### src/rtl/img_pkg.sv
// ----------------------------------------------------------------------------
// img_pkg : shared types and constants for the frame controller (rev 1.0)
// ----------------------------------------------------------------------------
`default_nettype none

package img_pkg;

  localparam int               PIX_W   = 8;
  localparam logic [PIX_W-1:0] PIX_MAX = 8'd255;

  typedef enum logic [1:0] {
    OP_BRIGHT_UP = 2'd0,
    OP_BRIGHT_DN = 2'd1,
    OP_BINARISE  = 2'd2,
    OP_INVERT    = 2'd3
  } op_e;

  typedef enum logic [1:0] {
    ST_IDLE  = 2'd0,
    ST_RUN   = 2'd1,
    ST_DRAIN = 2'd2
  } state_e;

endpackage

`default_nettype wire

### src/rtl/img_pix_op.sv
// ----------------------------------------------------------------------------
// img_pix_op : combinational per-pixel operator with clip flag (rev 1.0)
// ----------------------------------------------------------------------------
`default_nettype none

module img_pix_op
  import img_pkg::*;
(
  input  op_e              op,
  input  logic [PIX_W-1:0] pix,
  input  logic [PIX_W-1:0] value,
  input  logic [PIX_W-1:0] threshold,
  output logic [PIX_W-1:0] result,
  output logic             sat
);

  logic [PIX_W:0] w_sum;
  logic [PIX_W:0] w_diff;

  assign w_sum  = {1'b0, pix} + {1'b0, value};
  assign w_diff = {1'b0, pix} - {1'b0, value};

  // sat only reports clipping of the brighten/darken operators
  always_comb begin
    result = '0;
    sat    = 1'b0;
    case (op)
      OP_BRIGHT_UP: begin
        sat    = w_sum[PIX_W];
        result = w_sum[PIX_W] ? PIX_MAX : w_sum[PIX_W-1:0];
      end
      OP_BRIGHT_DN: begin
        sat    = w_diff[PIX_W];
        result = w_diff[PIX_W] ? '0 : w_diff[PIX_W-1:0];
      end
      OP_BINARISE: result = (pix >= threshold) ? PIX_MAX : '0;
      default:     result = PIX_MAX - pix;
    endcase
  end

endmodule

`default_nettype wire

### src/rtl/img_frame_ctrl.sv
// ----------------------------------------------------------------------------
// img_frame_ctrl : start/busy/done frame sequencer, credit-limited 2-deep
// result FIFO. Macro IMG_CTRL_STATS_EN enables the saturation counter. (rev 1.0)
// ----------------------------------------------------------------------------
`default_nettype none

module img_frame_ctrl
  import img_pkg::*;
#(
  parameter int NPIX = 98304,
  parameter int AW   = 17
) (
  input  logic             clk,
  input  logic             rst_n,
  input  logic             start,
  input  logic             abort,
  input  logic [1:0]       cfg_select,
  input  logic [PIX_W-1:0] cfg_value,
  input  logic [PIX_W-1:0] cfg_threshold,
  output logic             busy,
  output logic             done,
  output logic             rd_en,
  output logic [AW-1:0]    rd_addr,
  input  logic [PIX_W-1:0] rd_data,
  output logic             wr_en,
  output logic [AW-1:0]    wr_addr,
  output logic [PIX_W-1:0] wr_data,
  input  logic             wr_ready,
  output logic [AW:0]      sat_count
);

  localparam logic [AW-1:0] LAST_ADDR = AW'(NPIX - 1);

  state_e           r_state;
  state_e           w_next;
  op_e              r_op;
  logic [PIX_W-1:0] r_value;
  logic [PIX_W-1:0] r_thr;
  logic [AW-1:0]    r_rd_addr;
  logic [AW-1:0]    r_pend_addr;
  logic             r_inflight;
  logic             r_done;
  logic [PIX_W-1:0] r_fifo_data [2];
  logic [AW-1:0]    r_fifo_addr [2];
  logic [1:0]       r_count;

  logic             w_accept;
  logic             w_abort;
  logic             w_pop;
  logic             w_push;
  logic             w_slot;
  logic             w_credit;
  logic             w_last_rd;
  logic             w_last_wr;
  logic [2:0]       w_occ;
  logic [PIX_W-1:0] w_result;
  logic             w_sat;

  img_pix_op u_pix_op (
    .op        (r_op),
    .pix       (rd_data),
    .value     (r_value),
    .threshold (r_thr),
    .result    (w_result),
    .sat       (w_sat)
  );

  assign wr_en   = (r_count != 2'd0);
  assign wr_addr = r_fifo_addr[0];
  assign wr_data = r_fifo_data[0];
  assign rd_addr = r_rd_addr;
  assign done    = r_done;

  assign w_accept  = (r_state == ST_IDLE) && start && !abort;
  assign w_abort   = abort && (r_state != ST_IDLE);
  assign w_pop     = wr_en && wr_ready;
  assign w_push    = r_inflight;
  // occupancy the FIFO will see once the outstanding read lands
  assign w_occ     = {1'b0, r_count} + {2'b00, r_inflight} - {2'b00, w_pop};
  assign w_credit  = (w_occ < 3'd2);
  assign w_slot    = ((r_count - {1'b0, w_pop}) != 2'd0);
  assign w_last_rd = rd_en && (r_rd_addr == LAST_ADDR);
  assign w_last_wr = w_pop && (wr_addr == LAST_ADDR);

  always_ff @(posedge clk or negedge rst_n) begin
    if (!rst_n) r_state <= ST_IDLE;
    else        r_state <= w_next;
  end

  always_comb begin
    w_next = r_state;
    case (r_state)
      ST_IDLE:  if (w_accept) w_next = ST_RUN;
      ST_RUN:   if (abort) w_next = ST_IDLE; else if (w_last_rd) w_next = ST_DRAIN;
      ST_DRAIN: if (abort || w_last_wr) w_next = ST_IDLE;
      default:  w_next = ST_IDLE;
    endcase
  end

  always_comb begin
    busy  = (r_state != ST_IDLE);
    rd_en = (r_state == ST_RUN) && w_credit;
  end

  always_ff @(posedge clk or negedge rst_n) begin
    if (!rst_n) begin
      r_op           <= OP_BRIGHT_UP;
      r_value        <= '0;
      r_thr          <= '0;
      r_rd_addr      <= '0;
      r_pend_addr    <= '0;
      r_inflight     <= 1'b0;
      r_done         <= 1'b0;
      r_count        <= 2'd0;
      r_fifo_data[0] <= '0;
      r_fifo_data[1] <= '0;
      r_fifo_addr[0] <= '0;
      r_fifo_addr[1] <= '0;
    end else begin
      r_done <= (r_state == ST_DRAIN) && w_last_wr && !abort;
      if (w_accept) begin
        r_op      <= op_e'(cfg_select);
        r_value   <= cfg_value;
        r_thr     <= cfg_threshold;
        r_rd_addr <= '0;
      end else if (rd_en && !w_last_rd) begin
        r_rd_addr <= r_rd_addr + AW'(1);
      end
      if (rd_en) r_pend_addr <= r_rd_addr;
      if (w_abort) begin
        r_inflight <= 1'b0;
        r_count    <= 2'd0;
      end else begin
        r_inflight <= rd_en;
        if (w_pop) begin
          r_fifo_data[0] <= r_fifo_data[1];
          r_fifo_addr[0] <= r_fifo_addr[1];
        end
        if (w_push) begin
          r_fifo_data[w_slot] <= w_result;
          r_fifo_addr[w_slot] <= r_pend_addr;
        end
        r_count <= r_count + {1'b0, w_push} - {1'b0, w_pop};
      end
    end
  end

`ifdef IMG_CTRL_STATS_EN
  logic [AW:0] r_sat_count;

  always_ff @(posedge clk or negedge rst_n) begin
    if (!rst_n)                          r_sat_count <= '0;
    else if (w_accept)                   r_sat_count <= '0;
    else if (w_push && w_sat && !w_abort) r_sat_count <= r_sat_count + (AW+1)'(1);
  end

  assign sat_count = r_sat_count;
`else
  logic w_unused_sat;
  assign w_unused_sat = w_sat;
  assign sat_count    = '0;
`endif

endmodule

`default_nettype wire

### config.mk
export PLATFORM = sky130hd
export DESIGN_NAME = img_frame_ctrl
export DESIGN_NICKNAME = d
export VERILOG_FILES = /design/src/rtl/img_pkg.sv /design/src/rtl/img_pix_op.sv /design/src/rtl/img_frame_ctrl.sv
export SDC_FILE = /design/constraint.sdc
export NUM_CORES = 1
export LEC_CHECK = 0
export ABC_CLOCK_PERIOD_IN_PS = 3150
export CORE_ASPECT_RATIO = 1.4
export CORE_MARGIN = 2
export CORE_UTILIZATION = 35
export CTS_CLUSTER_DIAMETER = 40
export DETAILED_ROUTE_END_ITERATION = 7
export PLACE_DENSITY = 0.57
export SKIP_CTS_REPAIR_TIMING = 1
export SYNTH_ARGS = -nofsm -noshare
export SYNTH_HDL_FRONTEND = slang
export SYNTH_SLANG_ARGS = --single-unit
### constraint.sdc
create_clock -name clk -period 3.15 [get_ports clk]
set_input_delay 0.63 -clock clk [delete_from_list [all_inputs] [get_ports clk]]
set_output_delay 0.63 -clock clk [all_outputs]
set_load 0.1 [all_outputs]
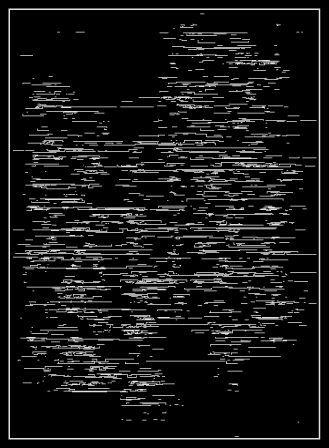
Run 1: metal 1
- share of all routed wire: 38%
- longest straight run: 38.6 um
- nets with wire on the layer: 686
- wire length on this layer: 6050 um

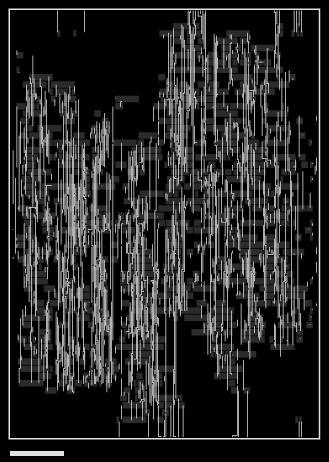
Run 1: the metal 2 layer
The bar under the picture is 20 um long. Cells faint in the background.
- longest straight run: 73.1 um
- nets with wire on the layer: 679
- main direction: vertical
- wire length on this layer: 8690 um
- share of all routed wire: 55%

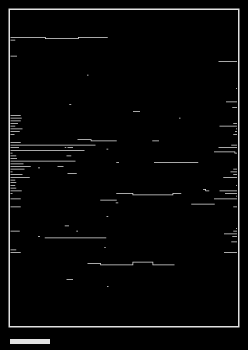
Run 1: signal wires on met3
The bar under the picture is 20 um long.
- share of all routed wire: 3.9%
- nets with wire on the layer: 78
- longest straight run: 42.5 um
- wire length on this layer: 608 um

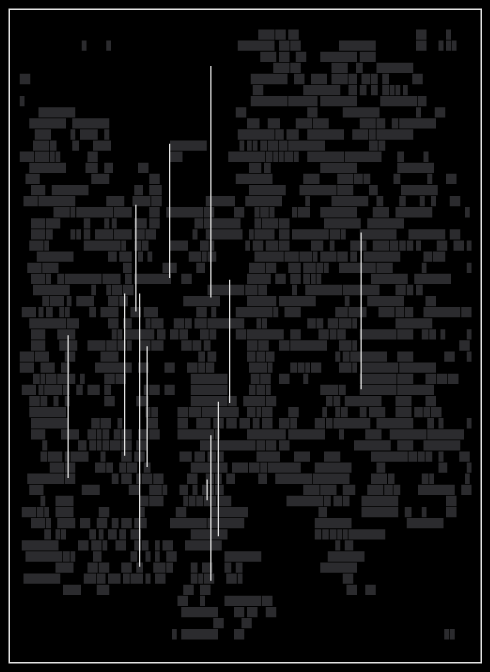
Run 1: signal wires on met4
Cells faint in the background.
- main direction: vertical
- longest straight run: 66.6 um
- nets with wire on the layer: 8

==> impl_metrics.csv, run 1 <==
group,metric,value,unit
outcome,status,"complete, no violations",
setup_path,worstSetupPathType,"flop to output port",
synth,yosys_area,0.00606,mm^2
cells_and_area,lay_top_cells,"buf_4 (118), dfrtp_1 (107), nand2_1 (52)",
cells_and_area,nonClkBufAreaFrac,0.165,
job,maxCapViolCount,0,
route,drc,0,
clocking,htreeDepth,3,
placed_design,hpwlAfterDp,12400,um
pwr,power-top-group,"combinational cells",
setup_path,crit_chain,"mux2i_4 -> ha_2 -> inv_2 -> fa_1 -> nand2_2 -> nor3_4 -> buf_12 -> buf_12",
cells_and_area,drive_above_1_share,0.270,
synth,yosys.area_share.xor_xnor,0.0202,
cells_and_area,signal_buffers,151,
synth,ys_ff,108,
route,avgRoutedWirePerCell,16.3,um
route,antenna_left,0,
pwr,pg_comb,0.00257,W
pwr,power_frac_seq,0.329,
cells_and_area,logic_gate_count,431,
cells_and_area,regArea,0.00270,mm^2
job,openroad.warnings,37,
## run 1: synth_stat cells (15+ instances only)
library cell  instances  area (um^2)
nor2_1               35          131
inv_1                28          105
and3_1               21          131
a21oi_1              36          180
clkbuf_1             21         78.8
ha_1                 28          350
buf_4                43          323
dfrtp_1             108         2700
o21ai_0              50          250
mux2_2               38          428
nor3_1               15         75.1
nand2_1              53          199
## run 1: worst reg2reg max path: cells and delay by family, from the launching register on
kind / cells / cell delay, ns
and+or+nand+nor: 5 / 0.80
adders and majority gates: 2 / 0.73
DFF: 1 / 0.43
muxes: 1 / 0.26
buffers and inverters: 2 / 0.19
xor gates and xnor gates: 1 / 0.16
AOI/OAI and AO/OA: 1 / 0.14
Run 1, track usage over the die:
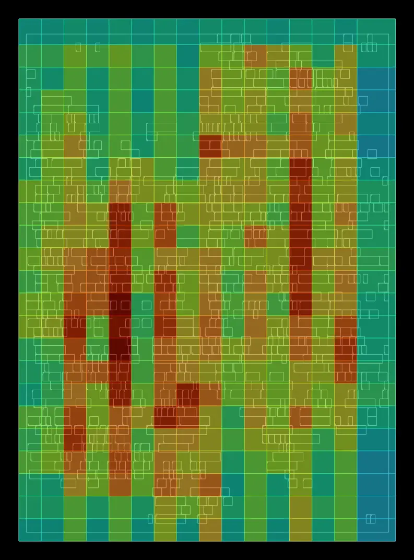

==> inputs of run 2 (changes only) <==
- CTS_BUF_LIST: unset -> sky130_fd_sc_hd__clkbuf_4
- GPL_ROUTABILITY_DRIVEN: unset -> 1
- SYNTH_HIERARCHICAL: unset -> 1
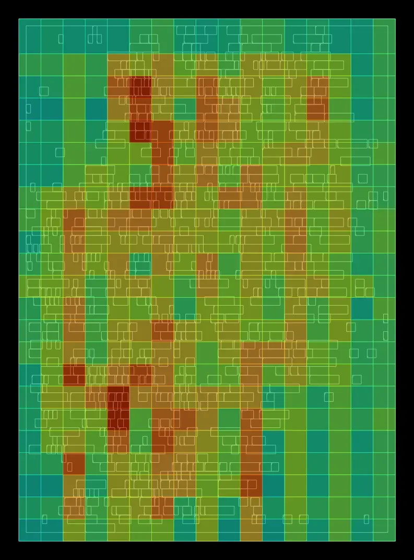
Run 2: track usage over the die
grt met2 use: 0.287
global route hottest layer: met2
GRT Util Overall: 0.161
WL/cell: 15.7 um

==> run 2 against run 1 <==
  * Non-clock buffer count down 29
  * Sequential cell count unchanged
  * Synthesized cell count up 3.6%
  * Power down 12%
  * Final area down 2.0%
  * Routed wire length down 3.5%
  * Global-route usage down 1.9 points
  * Maximum frequency up 1.3%
  * Largest cell class unchanged
  * Highest routed layer unchanged
==> impl_metrics.csv, run 2 <==
group,metric,value,unit
outcome,status,"complete, no violations",
route,drc,0,
pwr,switching_share,0.465,
placed_design,port_buffers,76,
floorplanning,die_h,163,um
setup_path,path_buffers,3,
placed_design,dpl.cell_count,950,
timing,fin_skew,0.0135,ns
pwr,peakVddDrop,0.252,mV
clocking,htreeDepth,3,
cells_and_area,lay_top_cells,"nand2_1 (129), dfrtp_1 (107), buf_4 (91)",
pwr,pg_comb,0.00230,W
pwr,powerClk,0.000748,W
placed_design,hpwlAfterDp,11700,um
route,wl,15200,um
timing,setup_slack,0.0637,ns
setup_path,cp_num_cells,9,
timing,min_period,3.09,ns
setup_path,crit_fanout,4,
pwr,power-top-group,"combinational cells",
cells_and_area,drive_above_1_share,0.227,
floorplanning,die_x,117,um
setup_path,reg2reg_slack,0.39,ns
pwr,power_frac_comb,0.477,
setup_path,crit_chain,"nand3b_4 -> o21ai_2 -> ha_2 -> inv_1 -> fa_1 -> and3b_1 -> nand2_2 -> inv_2 -> buf_12",
pwr,switchingPower,0.00224,W
pwr,power.density,653,mW/mm^2
route,antenna_left,0,
clocking,cts_tree,"built",
placed_design,placed_area,0.00721,mm^2
job,maxCapViolCount,0,
cells_and_area,lay_top_count,"nand2_1",
global_route,grt_max_degree,59,
floorplanning,placementRows,58,
timing,hold-worst-slack,0.171,ns
route,drt_pass1_iterations,5,
setup_path,worstPathRequired,2.52,ns
setup_path,worstSetupPathType,"flop to output port",
route,drt-initial-drc-count,244,
pwr,powerSeq,0.00178,W
job,openroad.warnings,37,
timing,tns,0,ns
pwr,power_frac_seq,0.369,
floorplanning,die_area,0.0191,mm^2
timing,timing.fmax,324,MHz
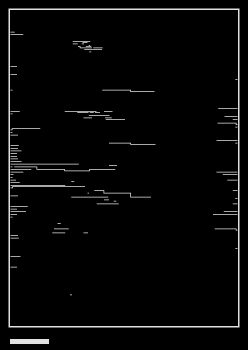
Run 2: signal wires on met3
The bar under the picture is 20 um long.
- nets with wire on the layer: 79
- longest straight run: 37.0 um
- share of all routed wire: 4.1%
- wire length on this layer: 627 um
- main direction: horizontal

## run 2: final cells by class
| cell class | instances | area (um^2) | share of cell area |
|---|---|---|---|
| multi-input cells | 449 | 3090 | 0.419 |
| flip-flops and latches | 108 | 2700 | 0.366 |
| repair buffers | 122 | 1020 | 0.137 |
| well taps | 240 | 300 | 0.0406 |
| inverters | 32 | 120 | 0.0163 |
| clock inverters | 7 | 86.3 | 0.0117 |
| clock buffers | 9 | 67.6 | 0.00914 |
| diodes | 1 | 2.50 | 0.000339 |
## run 2: routing by layer
metal / part of all wire / GRT usage / up-vias
li1: - / - / 2341
met5: 0 / 0 / -
met3: 0.041 / 0.0326 / 14
met4: 0.013 / 0.0422 / 0
met1: 0.44 / 0.200 / 2380
met2: 0.51 / 0.287 / 114
Power figures rest on the tool's default switching activity, not on a simulated workload.
